Close-up of the layout:
Scale bar: 20 um. Region (61, 78) to (111, 128) um. Cells in gray, sequential cells in the stronger gray; small squares are vias.
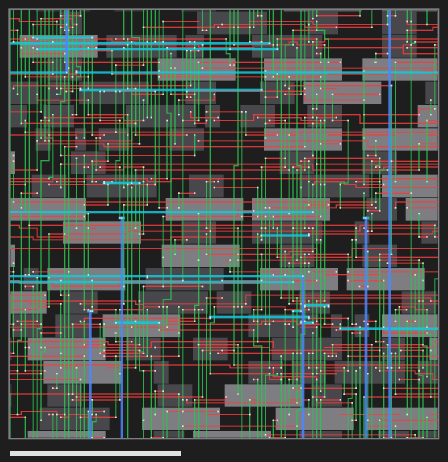
Placement by cell class:
Fill, decap, tap and diode cells in gray.
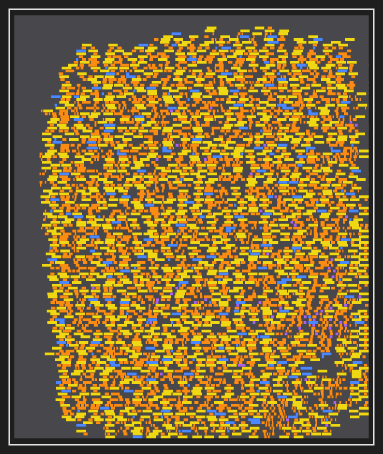
Placement view:
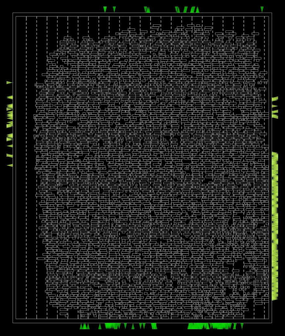
==> config.mk <==
export PLATFORM = sky130hd
export DESIGN_NAME = id_stage_pipe
export DESIGN_NICKNAME = d
export VERILOG_FILES = /design/src/rtl/id_stage_pipe.sv
export SDC_FILE = /design/constraint.sdc
export NUM_CORES = 2
export LEC_CHECK = 0
export CELL_PAD_IN_SITES_DETAIL_PLACEMENT = 1
export CELL_PAD_IN_SITES_GLOBAL_PLACEMENT = 1
export CORE_ASPECT_RATIO = 1.2
export CORE_MARGIN = 4
export CORE_UTILIZATION = 45
export CTS_CLUSTER_SIZE = 24
export DETAILED_ROUTE_END_ITERATION = 8
export DONT_BUFFER_PORTS = 1
export PLACE_DENSITY_LB_ADDON = 0.25
export SLEW_MARGIN = 10
export SYNTH_ARGS = -nofsm -noshare
export SYNTH_HDL_FRONTEND = slang
export SYNTH_SLANG_ARGS = --single-unit
export TNS_END_PERCENT = 30
==> constraint.sdc <==
create_clock -name clk -period 39.6 [get_ports clk]
set_input_delay 5.94 -clock clk [delete_from_list [all_inputs] [get_ports clk]]
set_output_delay 5.94 -clock clk [all_outputs]
set_load 0.05 [all_outputs]
==> run_results.csv <==
group,metric,value,unit
clock_tree,clock_latency,0.75,ns
worst_setup_path,worstSetupPathType,"in -> out",
sta,finClkSkew,0.0239,ns
run_status,outcome,"finished clean",
worst_setup_path,cp_num_cells,5,
global_routing,grt_pass1_vias,42300,
sta,hold_viol,0,
yosys,ys_types,59,
yosys,yosys.stat.seqShare,48.5,%
yosys,largest_area_cell,"dfrtp_1",
worst_setup_path,worst_path_max_delay_cell,"nor3_2",
place,portBuffers,0,
sta,min_period,13.89,ns
finish,drive_gt1_share,41.5,%
routing,ant_nets,0,
floorplanning,chipWidth,345,um
floorplanning,chipArea,143000,um^2
pwr,total_power,3.40,mW
routing,viasPerCell,6.75,
job,drv_cap,0,
job,warnings,48,
finish,area_growth,8.30,%
global_routing,grt_antenna_before_repair,5,
sta,rsz0062_at_grt,"no",
worst_setup_path,critPathCaptureType,"output port",
yosys,avgSynthCellArea,14.2,um^2
yosys,syn-num-nets,4445,
worst_setup_path,start_kind,"primary input",
clock_tree,clk_pin_slew,0.06,ns
worst_setup_path,critPathTopFamily,"simple AND/OR/NAND/NOR gates",
sta,setup_viol,0,
routing,vias,40100,
global_routing,grt_use_total,29.0,%
clock_tree,post_cts_resize_count,0,
finish,largest_register_ffs,1024,
sta,slew_viol_final,0,
Notes on 'close-up of the layout' above:
M4 -> blue
M2 -> green
M3 -> cyan
M1 -> red
sequential cells in the window = 24
most frequent = mux2_2 (25), dfrtp_1 (24), mux4_2 (13)
cells with their middle in the window = 86

Notes on 'placement by cell class' above:
remaining logic cells -> orange  # cells 2,668
remaining buffers and delay cells -> purple  # cells 56
registers -> yellow  # cells 1,192
clock drivers and dummy loads -> blue  # cells 224
Seq area share: 44.8%
Util after Layout: 49.1%
core outline area: 136,000 um^2

Notes on 'placement view' above:
Final Non-Filler Cells: 5,944
tap cells: 1,800
Cell Rows: 148
flop count: 1,192

[cells in the final DEF, fill, tap and decap left out, types with 8 or more instances in the layout]
cell,instances
dfrtp_1,1192
mux2_2,992
mux4_2,418
mux2i_1,385
nand2_1,137
clkbuf_16,125
a22oi_1,98
a21oi_1,88
nor2_1,73
o21ai_0,66
buf_4,55
a22o_1,54
nor3_1,39
nand3_1,37
clkinv_2,35
a221o_1,32
o22ai_1,31
o221ai_1,31
o31ai_1,31
clkbuf_1,28
a32o_1,20
clkbuf_8,20
nor2_4,18
nand2_4,15
xnor2_1,13
bufinv_16,10
xor2_1,8
[cell families after synthesis]
family / Yosys count / synth area share, %
other: 1 / 0.00610
AND-OR/OR-AND: 470 / 5.47
buffers and inverters: 483 / 3.23
multiplexers: 1795 / 39.7
XOR/XNOR: 21 / 0.299
flip-flops: 1192 / 48.5
AND/OR/NAND/NOR: 376 / 2.73
[routing by layer]
layer | up-vias | GRT usage (%) | part of all wire [%]
li1 | 15900 | - | -
met2 | 1485 | 46.7 | 47
met4 | 0 | 9.80 | 3.5
met3 | 349 | 5.15 | 7.0
met1 | 22300 | 40.1 | 42
met5 | - | 0 | 0
[final cells by class]
type                       count  area [um^2]
inverter                       5         26.3
multi-input combinational   2663        30000
clock buffer                 173         3510
fill                       12900        69100
tap                         1800         2250
timing repair buffer          56          433
sequential                  1192        29800
antenna                        4         10.0
clock inverter                51          526
[power by group]
group	internal [mW]	total (mW)	switching, mW
combinational	0.363	0.579	0.217
sequential	1.43	1.63	0.206
clock	0.678	1.19	0.509
No activity file was given, so power comes from the tool's default toggle rates.
